detail.png
Bar = 5 um. Region (9, 47) to (29, 67) um. Cells in grey, sequential cells in the stronger grey; small squares are vias.
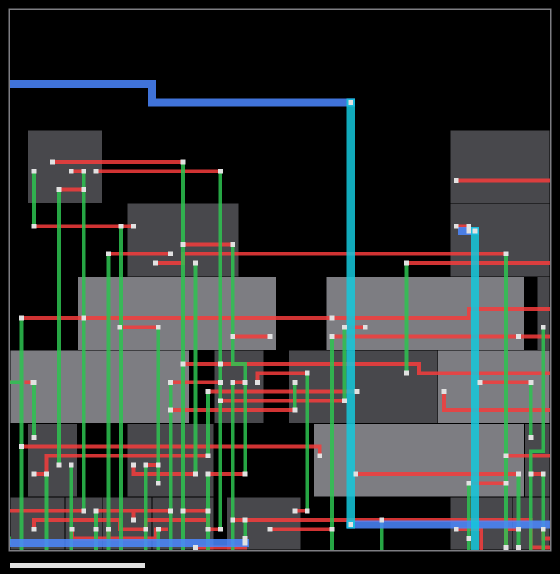
layer_met3.png
Bar = 20 um.
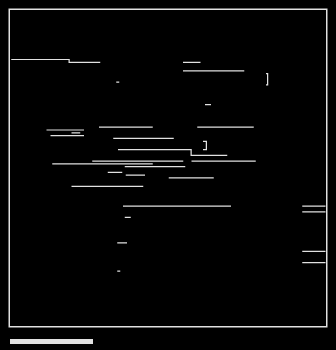
layer_met1.png
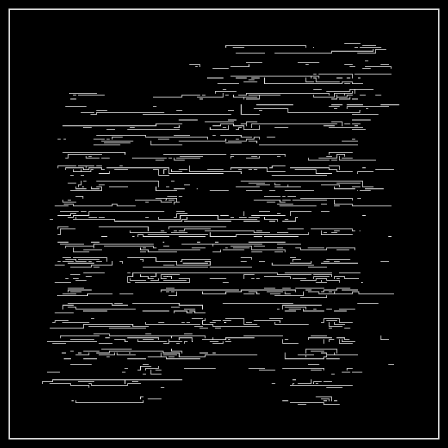
layer_met2.png
Bar = 20 um.
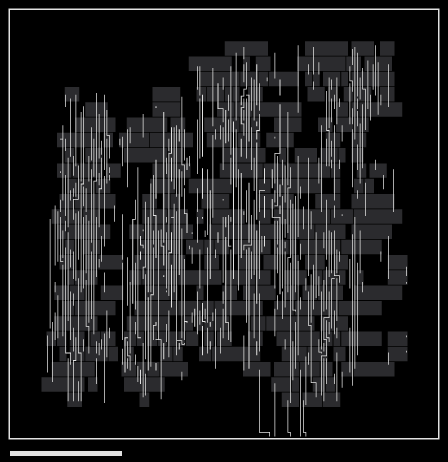
**src/rtl/communication_control.sv**
```systemverilog
// Sequencer for one measure/transmit/receive exchange: trigger the ultrasonic
// sensor, hand the result to the transmitter, await the reply, then pulse data_valid.
module communication_control #(
    parameter int unsigned ULTRA_TIMEOUT = 32'd5_000_000,
    parameter int unsigned RX_TIMEOUT    = 32'd1_000_000
) (
    input  logic clk,
    input  logic reset,
    input  logic start_communication,
    input  logic ultrasonic_valid,
    input  logic tx_ready,
    input  logic rx_valid,
    output logic start_ultra,
    output logic tx_valid,
    output logic rx_ready,
    output logic data_valid
);

    typedef enum logic [2:0] {
        S_IDLE       = 3'd0,
        S_TRIGGER    = 3'd1,
        S_WAIT_ULTRA = 3'd2,
        S_TX         = 3'd3,
        S_WAIT_RX    = 3'd4,
        S_DONE       = 3'd5
    } state_t;

    localparam logic [31:0] ULTRA_LAST = 32'(ULTRA_TIMEOUT - 32'd1);
    localparam logic [31:0] RX_LAST    = 32'(RX_TIMEOUT - 32'd1);

    state_t      state_q, state_d;
    logic [31:0] cnt_q, cnt_d;
    logic        start_ultra_q, start_ultra_d;
    logic        tx_valid_q, tx_valid_d;
    logic        rx_ready_q, rx_ready_d;
    logic        data_valid_q, data_valid_d;

    // Next-state logic; the awaited input is tested before the timeout so it wins a tie.
    always_comb begin
        state_d = state_q;
        case (state_q)
            S_IDLE: begin
                if (start_communication) state_d = S_TRIGGER;
                else                     state_d = S_IDLE;
            end
            S_TRIGGER: state_d = S_WAIT_ULTRA;
            S_WAIT_ULTRA: begin
                if (ultrasonic_valid)         state_d = S_TX;
                else if (cnt_q == ULTRA_LAST) state_d = S_IDLE;
                else                          state_d = S_WAIT_ULTRA;
            end
            S_TX: begin
                if (tx_ready) state_d = S_WAIT_RX;
                else          state_d = S_TX;
            end
            S_WAIT_RX: begin
                if (rx_valid)              state_d = S_DONE;
                else if (cnt_q == RX_LAST) state_d = S_IDLE;
                else                       state_d = S_WAIT_RX;
            end
            S_DONE:  state_d = S_IDLE;
            default: state_d = S_IDLE;
        endcase
    end

    // Wait counter: restarts on any state change, runs only in the two wait states.
    always_comb begin
        cnt_d = 32'd0;
        if (state_d != state_q) begin
            cnt_d = 32'd0;
        end else if ((state_q == S_WAIT_ULTRA) || (state_q == S_WAIT_RX)) begin
            cnt_d = cnt_q + 32'd1;
        end else begin
            cnt_d = 32'd0;
        end
    end

    // Outputs decoded from the upcoming state so the flops mirror the registered state.
    always_comb begin
        start_ultra_d = 1'b0;
        tx_valid_d    = 1'b0;
        rx_ready_d    = 1'b0;
        data_valid_d  = 1'b0;
        case (state_d)
            S_TRIGGER: start_ultra_d = 1'b1;
            S_TX:      tx_valid_d    = 1'b1;
            S_WAIT_RX: rx_ready_d    = 1'b1;
            S_DONE:    data_valid_d  = 1'b1;
            default: begin
                start_ultra_d = 1'b0;
                tx_valid_d    = 1'b0;
                rx_ready_d    = 1'b0;
                data_valid_d  = 1'b0;
            end
        endcase
    end

    // State, counter and output registers with synchronous reset.
    always_ff @(posedge clk) begin
        if (reset) begin
            state_q       <= S_IDLE;
            cnt_q         <= 32'd0;
            start_ultra_q <= 1'b0;
            tx_valid_q    <= 1'b0;
            rx_ready_q    <= 1'b0;
            data_valid_q  <= 1'b0;
        end else begin
            state_q       <= state_d;
            cnt_q         <= cnt_d;
            start_ultra_q <= start_ultra_d;
            tx_valid_q    <= tx_valid_d;
            rx_ready_q    <= rx_ready_d;
            data_valid_q  <= data_valid_d;
        end
    end

    assign start_ultra = start_ultra_q;
    assign tx_valid    = tx_valid_q;
    assign rx_ready    = rx_ready_q;
    assign data_valid  = data_valid_q;

endmodule

```
**config.mk**
```make
export PLATFORM = sky130hd
export DESIGN_NAME = communication_control
export DESIGN_NICKNAME = d
export VERILOG_FILES = /design/src/rtl/communication_control.sv
export SDC_FILE = /design/constraint.sdc
export NUM_CORES = 1
export LEC_CHECK = 0
export CORE_MARGIN = 5
export CORE_UTILIZATION = 45
export DETAILED_ROUTE_END_ITERATION = 6
export GPL_TIMING_DRIVEN = 0
export HOLD_SLACK_MARGIN = 0.1
export RECOVER_POWER = 50
export SYNTH_ARGS = -nofsm -noshare
export SYNTH_HDL_FRONTEND = slang
export SYNTH_SLANG_ARGS = --single-unit
```
**constraint.sdc**
```tcl
create_clock -name clk -period 1.6 [get_ports clk]
set_clock_uncertainty 0.1 [all_clocks]
set_input_delay 0.24 -clock clk [delete_from_list [all_inputs] [get_ports clk]]
set_output_delay 0.24 -clock clk [all_outputs]
set_load 0.02 [all_outputs]
```
==> flow_summary.ini <==
; flow metrics
[finish]
mi_logic_area_um2 = 1251
drive_gt1_share_pct = 39.06
syn2layout_area_growth_pct = 33.06

[timing]
worst_slack_ns = -0.1248
tns_ns = -1.311
drv_slew = 0
hold_violations = 0
final-setup-viol-count = 28
rsz0062_at_grt = true

[grt]
track_usage_pct = 18.08
grt-ovfl-total = 0
grt_pass1_vias = 1856

[worst_setup_path]
reg2reg_depth = 6
cp.depth = 6
max_stage_delay_ns = 0.39
crit_fanout = 7
reg2reg_slack_ns = -0.12
startpoint = cnt_q[13]

[synthesis]
synth.area.mux_share_pct = 0.5076
synthXorXnorAreaFrac_pct = 5.330
ys.flops = 39
simple_gate_share_pct = 30.52
synthFlopType = dfxtp_1
yosysUniqueCellTypes = 46
yosysChipArea_um2 = 1972

[drt]
wl_met2_um = 2790
top_layer = met4
dr.pass1.iters = 5
wl_um = 5452
ant_nets = 0

[placed_design]
port_buffers = 9

[floorplanning]
dieArea_um2 = 5806
fp_util_pct = 45.92
rows = 24
pin_count = 10

[clock_tree]
cts_tree = built

[power_and_ir_drop]
p_seq_uw = 980
power_combinational_uw = 116
p_seq_share_pct = 53.3

[min_path]
hold_path_depth = 1

[outcome]
violations = negative setup slack
outcome = complete, but fails checks
Notes on detail.png above:
Key: green = metal 2; red = metal 1; blue = metal 3; cyan = metal 4
Sequential cells in the window: 5. Netlist names of flops here include `cnt_q` (5). 19 logic cells have their middle in the window. Most frequent: dfxtp_1 (3).

Notes on layer_met3.png above:
The longest straight run is 25.8 um. The wires run mostly horizontal. The layer carries 295 um of wire.

Notes on layer_met1.png above:
The wires run mostly horizontal. 244 nets have wire on it. The layer carries 2,260 um of wire. The layer holds 42% of the routed length. The longest straight run is 25.8 um.

Notes on layer_met2.png above:
The layer carries 2,790 um of wire. 232 nets have wire on it. The longest straight run is 30.3 um. The layer holds 51% of the routed length. The wires run mostly vertical.

-- repair_timing --
action | CTS | global route
hold buffers | 0 | 0
pin swaps | 16 | 11
cloned | 2 | 1
gates resized | 36 | 37
setup buffers | 12 | 7
endpoints found under the setup margin | 30 | 37
-- per-stage QoR --
| step | utilization [%] | instances | hold WS [ns] | setup slack [ns] |
|---|---|---|---|---|
| CTS | 56.67 | 300 | 0.3256 | -0.1022 |
| finish | 61.10 | 308 | 0.3319 | -0.1248 |
| floorplan | - | 217 | 0.2116 | 0.0004744 |
| detailed placement | 49.71 | 278 | 0.3590 | -0.5441 |
| global route | 61.10 | 308 | 0.3662 | -0.1848 |
| global placement | 49.71 | 278 | 0.3501 | -0.5495 |
-- layout by cell type, fill, tap and decap left out, types with 2 or more instances in the layout --
master and count:
nor4_2 3, inv_1 5, nand2b_1 3, dfxtp_2 18, a31o_2 2, nor2_1 13
nand4_2 2, o21ai_0 7, buf_6 6, nand4_1 7, and2_1 4, or3_1 7
dfxtp_1 13, dfxtp_4 8, or4_4 3, nor3_1 3, nand3_1 9, o31ai_1 9
nor4_1 2, and4_4 4, clkbuf_8 8, a22oi_2 2, xnor2_1 5, nor3b_2 2
a22oi_1 4, buf_4 19, clkdlybuf4s50_1 7, nand4_4 3, buf_8 2, xor2_1 7
a21oi_1 16, nand2_1 11, a21oi_2 4, or4_1 7
-- cell type report --
class,count,share of cell area (%)
plain buffers,10,4.292
clock buffers,8,3.815
inverters,5,0.7153
multi-input cells,165,47.69
flip-flops and latches,39,31.76
well taps,52,2.480
repair buffers,29,9.251
-- registers in the layout, summed over array words and instances, names as in the netlist --
| register | cells |
|---|---|
| start_ultra | 1 |
| cnt_q | 32 |
| data_valid | 1 |
| rx_ready | 1 |
| tx_valid | 1 |
| state_q | 3 |
